File: src/rtl/fetch_scheduler_if.sv
// I-cache fetch port bundle.
//   master (fetch_scheduler): drives ic_req/ic_addr, receives ic_ready and in-order responses.
//   slave  (I-cache)        : mirror of master.
//   ic_req          request valid; handshake = ic_req && ic_ready
//   ic_addr         fetch address of the dual-word request
//   ic_ready        I-cache accepts the request this cycle
//   ic_resp_valid   response for the oldest accepted request
//   ic_resp_data1/2 instruction words at ic_addr / ic_addr+4
interface fetch_scheduler_if;
  logic        ic_req;
  logic [31:0] ic_addr;
  logic        ic_ready;
  logic        ic_resp_valid;
  logic [31:0] ic_resp_data1;
  logic [31:0] ic_resp_data2;

  modport master (
    output ic_req, ic_addr,
    input  ic_ready, ic_resp_valid, ic_resp_data1, ic_resp_data2
  );

  modport slave (
    input  ic_req, ic_addr,
    output ic_ready, ic_resp_valid, ic_resp_data1, ic_resp_data2
  );
endinterface

File: src/rtl/fetch_scheduler.sv
// Fetch scheduler: issues dual-word I-cache fetches from a local PC, reserves instruction-FIFO
// space with a credit counter, writes responses into the FIFO and handles branch redirects by
// flushing the FIFO and draining stale in-flight responses.
// Ports:
//   clk, rst_n                    clock, asynchronous active-low reset
//   redirect_valid, redirect_pc   single-cycle redirect pulse and word-aligned target
//   ic                            I-cache port (fetch_scheduler_if.master)
//   fifo_read_en1/2, fifo_empty   FIFO read strobes from issue; empty masks them
//   fifo_flush                    one-cycle FIFO reset, registered from redirect_valid
//   fifo_write_en/data/address1/2 registered FIFO write port (slot 1 and slot 2)
// Optional: define FETCH_SCHED_PERF_EN to add perf_stall_cycles and perf_discards counters.
module fetch_scheduler #(
  parameter logic [31:0] RESET_PC     = 32'hBFC0_0000,
  parameter int unsigned FIFO_DEPTH   = 16,
  parameter int unsigned MAX_INFLIGHT = 2
) (
  input  logic                   clk,
  input  logic                   rst_n,
  input  logic                   redirect_valid,
  input  logic [31:0]            redirect_pc,
  fetch_scheduler_if.master      ic,
  input  logic                   fifo_read_en1,
  input  logic                   fifo_read_en2,
  input  logic                   fifo_empty,
  output logic                   fifo_flush,
  output logic                   fifo_write_en1,
  output logic                   fifo_write_en2,
  output logic [31:0]            fifo_write_data1,
  output logic [31:0]            fifo_write_data2,
  output logic [31:0]            fifo_write_address1,
  output logic [31:0]            fifo_write_address2
`ifdef FETCH_SCHED_PERF_EN
  ,
  output logic [31:0]            perf_stall_cycles,
  output logic [31:0]            perf_discards
`endif
);

  localparam int CW = $clog2(FIFO_DEPTH + 1);
  localparam int IW = 2;

  typedef enum logic {StRun, StDrain} state_e;

  state_e          state_q, state_d;
  logic [31:0]     pc_q, pc_d;
  logic [CW-1:0]   credits_q, credits_d;
  logic [IW-1:0]   inflight_q, inflight_d;
  logic [31:0]     q_addr_q [MAX_INFLIGHT];
  logic            alive_q;
  logic            flush_q;
  logic            we1_q, we2_q;
  logic [31:0]     wd1_q, wd2_q, wa1_q, wa2_q;

  logic            ic_req_c, hs, pop, keep, single;
  logic [IW-1:0]   push_idx;
  int              cred;

  // alive_q holds requests off while in reset; flush_q keeps the redirect target from issuing
  // in the same cycle as the FIFO flush.
  assign ic_req_c = alive_q && !flush_q && (state_q == StRun) && (credits_q >= CW'(2)) &&
                    (inflight_q < IW'(MAX_INFLIGHT)) && !redirect_valid;
  assign hs       = ic_req_c && ic.ic_ready;
  assign pop      = ic.ic_resp_valid && (inflight_q != '0);
  assign keep     = pop && (state_q == StRun) && !redirect_valid;
  assign single   = q_addr_q[0][2];
  assign push_idx = inflight_q - IW'(pop);

  assign ic.ic_req  = ic_req_c;
  assign ic.ic_addr = ic_req_c ? pc_q : '0;

  always_comb begin
    state_d    = state_q;
    pc_d       = pc_q;
    inflight_d = inflight_q;
    cred       = int'(credits_q);
    // Reads during the flush cycle hit entries that are being discarded; no credit for those.
    if (!flush_q && !fifo_empty) cred = cred + int'(fifo_read_en1) + int'(fifo_read_en2);
    if (pop) cred = cred + (keep ? int'(single) : 2);
    if (hs) cred = cred - 2;
    if (redirect_valid) begin
      pc_d       = redirect_pc;
      inflight_d = inflight_q - IW'(pop);
      // FIFO is flushed, so only the still-outstanding requests hold reservations.
      cred       = int'(FIFO_DEPTH) - 2 * int'(inflight_d);
      state_d    = (inflight_d != '0) ? StDrain : StRun;
    end else begin
      inflight_d = inflight_q - IW'(pop) + IW'(hs);
      if (hs) pc_d = {pc_q[31:3], 3'b000} + 32'd8;
      if ((state_q == StDrain) && (inflight_d == '0)) state_d = StRun;
    end
    if (cred > int'(FIFO_DEPTH)) cred = int'(FIFO_DEPTH);
    if (cred < 0) cred = 0;
    credits_d = CW'(cred);
  end

  always_ff @(posedge clk or negedge rst_n) begin
    if (!rst_n) begin
      state_q    <= StRun;
      pc_q       <= RESET_PC;
      credits_q  <= CW'(FIFO_DEPTH);
      inflight_q <= '0;
      alive_q    <= 1'b0;
      flush_q    <= 1'b0;
    end else begin
      state_q    <= state_d;
      pc_q       <= pc_d;
      credits_q  <= credits_d;
      inflight_q <= inflight_d;
      alive_q    <= 1'b1;
      flush_q    <= redirect_valid;
    end
  end

  // In-flight address queue, oldest entry at index 0.
  always_ff @(posedge clk or negedge rst_n) begin
    if (!rst_n) begin
      for (int i = 0; i < MAX_INFLIGHT; i++) q_addr_q[i] <= '0;
    end else begin
      if (pop) begin
        for (int i = 0; i < MAX_INFLIGHT - 1; i++) q_addr_q[i] <= q_addr_q[i+1];
      end
      if (hs) q_addr_q[push_idx] <= pc_q;
    end
  end

  always_ff @(posedge clk or negedge rst_n) begin
    if (!rst_n) begin
      we1_q <= 1'b0;
      we2_q <= 1'b0;
      wd1_q <= '0;
      wd2_q <= '0;
      wa1_q <= '0;
      wa2_q <= '0;
    end else begin
      we1_q <= keep;
      we2_q <= keep && !single;
      if (keep) begin
        wd1_q <= ic.ic_resp_data1;
        wd2_q <= ic.ic_resp_data2;
        wa1_q <= q_addr_q[0];
        wa2_q <= q_addr_q[0] + 32'd4;
      end
    end
  end

  assign fifo_flush          = flush_q;
  assign fifo_write_en1      = we1_q;
  assign fifo_write_en2      = we2_q;
  assign fifo_write_data1    = wd1_q;
  assign fifo_write_data2    = wd2_q;
  assign fifo_write_address1 = wa1_q;
  assign fifo_write_address2 = wa2_q;

`ifdef FETCH_SCHED_PERF_EN
  logic [31:0] stall_q, disc_q;

  always_ff @(posedge clk or negedge rst_n) begin
    if (!rst_n) begin
      stall_q <= '0;
      disc_q  <= '0;
    end else begin
      if (alive_q && (state_q == StRun) && (credits_q < CW'(2))) stall_q <= stall_q + 32'd1;
      if (pop && !keep) disc_q <= disc_q + 32'd1;
    end
  end

  assign perf_stall_cycles = stall_q;
  assign perf_discards     = disc_q;
`endif

endmodule

File: src/flat_wrapper.sv
// flat-port wrapper written by rule: the top's interface ports become plain ports
module fetch_scheduler_flat 
#(
  parameter logic [31:0] RESET_PC     = 32'hBFC0_0000,
  parameter int unsigned FIFO_DEPTH   = 16,
  parameter int unsigned MAX_INFLIGHT = 2
)
  (clk, rst_n, redirect_valid, redirect_pc, fifo_read_en1, fifo_read_en2, fifo_empty, fifo_flush, fifo_write_en1, fifo_write_en2, fifo_write_data1, fifo_write_data2, fifo_write_address1, fifo_write_address2, ic_ic_req, ic_ic_addr, ic_ic_ready, ic_ic_resp_valid, ic_ic_resp_data1, ic_ic_resp_data2);
  fetch_scheduler_if ic_i ();
  input  logic clk;
  input  logic rst_n;
  input  logic redirect_valid;
  input  logic [31:0] redirect_pc;
  input  logic fifo_read_en1;
  input  logic fifo_read_en2;
  input  logic fifo_empty;
  output logic fifo_flush;
  output logic fifo_write_en1;
  output logic fifo_write_en2;
  output logic [31:0] fifo_write_data1;
  output logic [31:0] fifo_write_data2;
  output logic [31:0] fifo_write_address1;
  output logic [31:0] fifo_write_address2;
  output wire logic [$bits(ic_i.ic_req)-1:0] ic_ic_req;
  output wire logic [$bits(ic_i.ic_addr)-1:0] ic_ic_addr;
  input wire logic [$bits(ic_i.ic_ready)-1:0] ic_ic_ready;
  input wire logic [$bits(ic_i.ic_resp_valid)-1:0] ic_ic_resp_valid;
  input wire logic [$bits(ic_i.ic_resp_data1)-1:0] ic_ic_resp_data1;
  input wire logic [$bits(ic_i.ic_resp_data2)-1:0] ic_ic_resp_data2;
  assign ic_ic_req = ic_i.ic_req;
  assign ic_ic_addr = ic_i.ic_addr;
  assign ic_i.ic_ready = ic_ic_ready;
  assign ic_i.ic_resp_valid = ic_ic_resp_valid;
  assign ic_i.ic_resp_data1 = ic_ic_resp_data1;
  assign ic_i.ic_resp_data2 = ic_ic_resp_data2;
  fetch_scheduler #(.RESET_PC(RESET_PC), .FIFO_DEPTH(FIFO_DEPTH), .MAX_INFLIGHT(MAX_INFLIGHT)) u_core (.clk(clk), .rst_n(rst_n), .redirect_valid(redirect_valid), .redirect_pc(redirect_pc), .ic(ic_i), .fifo_read_en1(fifo_read_en1), .fifo_read_en2(fifo_read_en2), .fifo_empty(fifo_empty), .fifo_flush(fifo_flush), .fifo_write_en1(fifo_write_en1), .fifo_write_en2(fifo_write_en2), .fifo_write_data1(fifo_write_data1), .fifo_write_data2(fifo_write_data2), .fifo_write_address1(fifo_write_address1), .fifo_write_address2(fifo_write_address2));
endmodule
File: config.mk
export PLATFORM = sky130hd
export DESIGN_NAME = fetch_scheduler_flat
export DESIGN_NICKNAME = d
export VERILOG_FILES = /design/src/rtl/fetch_scheduler_if.sv /design/src/rtl/fetch_scheduler.sv /design/src/flat_wrapper.sv
export SDC_FILE = /design/constraint.sdc
export NUM_CORES = 1
export LEC_CHECK = 0
export CORE_MARGIN = 2
export CORE_UTILIZATION = 40
export CTS_CLUSTER_SIZE = 25
export DETAILED_ROUTE_END_ITERATION = 16
export PLACE_DENSITY = 0.73
export SLEW_MARGIN = 20
export SYNTH_ARGS = -nofsm -noshare
export SYNTH_HDL_FRONTEND = slang
export SYNTH_SLANG_ARGS = --single-unit
File: constraint.sdc
create_clock -name clk -period 6.7 [get_ports clk]
set_input_delay 1.005 -clock clk [delete_from_list [all_inputs] [get_ports clk]]
set_output_delay 1.005 -clock clk [all_outputs]
set_load 0.03 [all_outputs]
==> changes_impl.md <==
## Implementation

* Buffers on Ports at ~270
* Crit end category: primary output
* Setup Fix Bufs, Post-CTS at 0
* GRT overflow at 0
* Clock slew seen by the registers of the worst setup and hold paths at approximately 50 ps
* FF-to-FF Start: u_core.credits_q[0]
* GRT Total Usage at a little over a fifth
* Met1 usage at between 20% and 30%
* Clock buffer count at 42
* Status: finished clean
* Top power group: combinational cells
* Sum Neg Setup Slack at 0 ps
* # rows at between 60 and 70
* First-pass GRT wire length at 49100 µm
* Top layer in use: met4
* Worst EP required at between 5000 and 6000 ps
* Post-Syn Area at 11100 µm²
* Worst path depth at 5
* Tap cells at about 380
* XOR/XNOR Fraction of Synth Area at 3.53%
* Delay-heaviest family, CP: simple AND/OR/NAND/NOR gates
* Clk latency late pin at between 500 and 600 ps
* Yosys reg bits at between 200 and 250
* Max Transition Viols Final at 0
* Largest logic family: simple AND/OR/NAND/NOR gates
* Buffers, non-clock at 278
* Die area at 29200 µm²
* H-tree levels at 1
* Hold_buf cts at 0
* Ant. Diodes at 0
* Clock skew at between 10 and 15 ps
* Die H at ~170 µm
* Root Buffer: clkbuf_16
* FF-to-FF End: u_core.credits_q[4]
* Basic Gates by Area at between 20% and 30%
* Fillcell total at 2468
* Register area at between 5000 and 6000 µm²
* Post-synth top area share at 50.4%
* Worst VDD drop at about 0.00020 V
* Logic inverters at 15
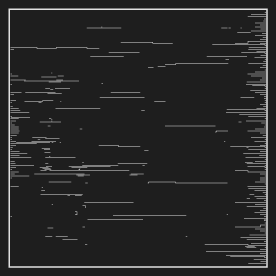
Figure 1: metal 3.
Drawn at 1.5 px/µm.
The layer holds 7.7% of the routed length. The wires run mostly horizontal. The longest straight run is 52.9 µm. 234 nets have wire on it. The layer carries 2380 µm of wire.

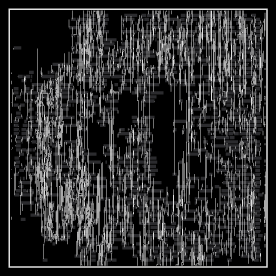
Figure 2: signal wires on met2.
Drawn at 1.5 px/µm. Cells faint in the background.
The layer holds 45% of the routed length. The layer carries 14100 µm of wire. 1224 nets have wire on it.

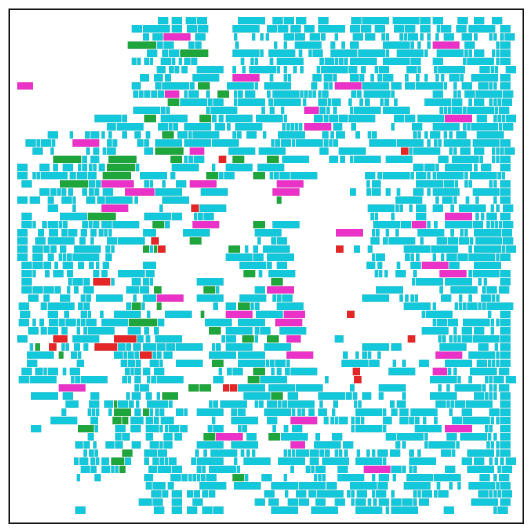
Figure 3: cells by drive strength.
Drawn at 3 px/µm.
Key: red = drive 3 to 4 [cells 18]; green = drive 2 [cells 60]; magenta = drive 6 and up [cells 38]; cyan = drive 1 or less [cells 1336]

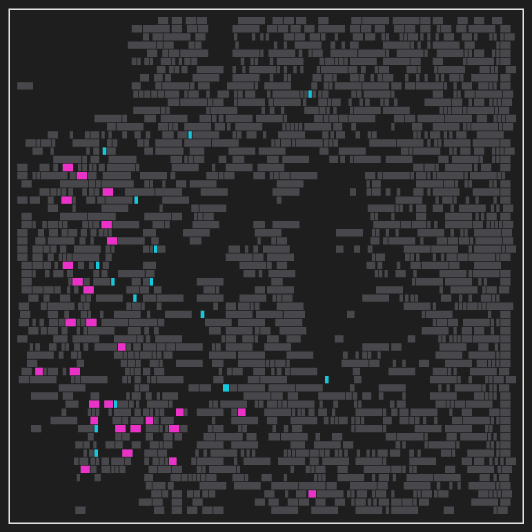
Figure 4: gate-type map.
Drawn at 3 px/µm.
Key: cyan = inverters [cells 15]; magenta = AND-OR and OR-AND gates [cells 27]

No activity file was given, so power comes from the tool's default toggle rates.
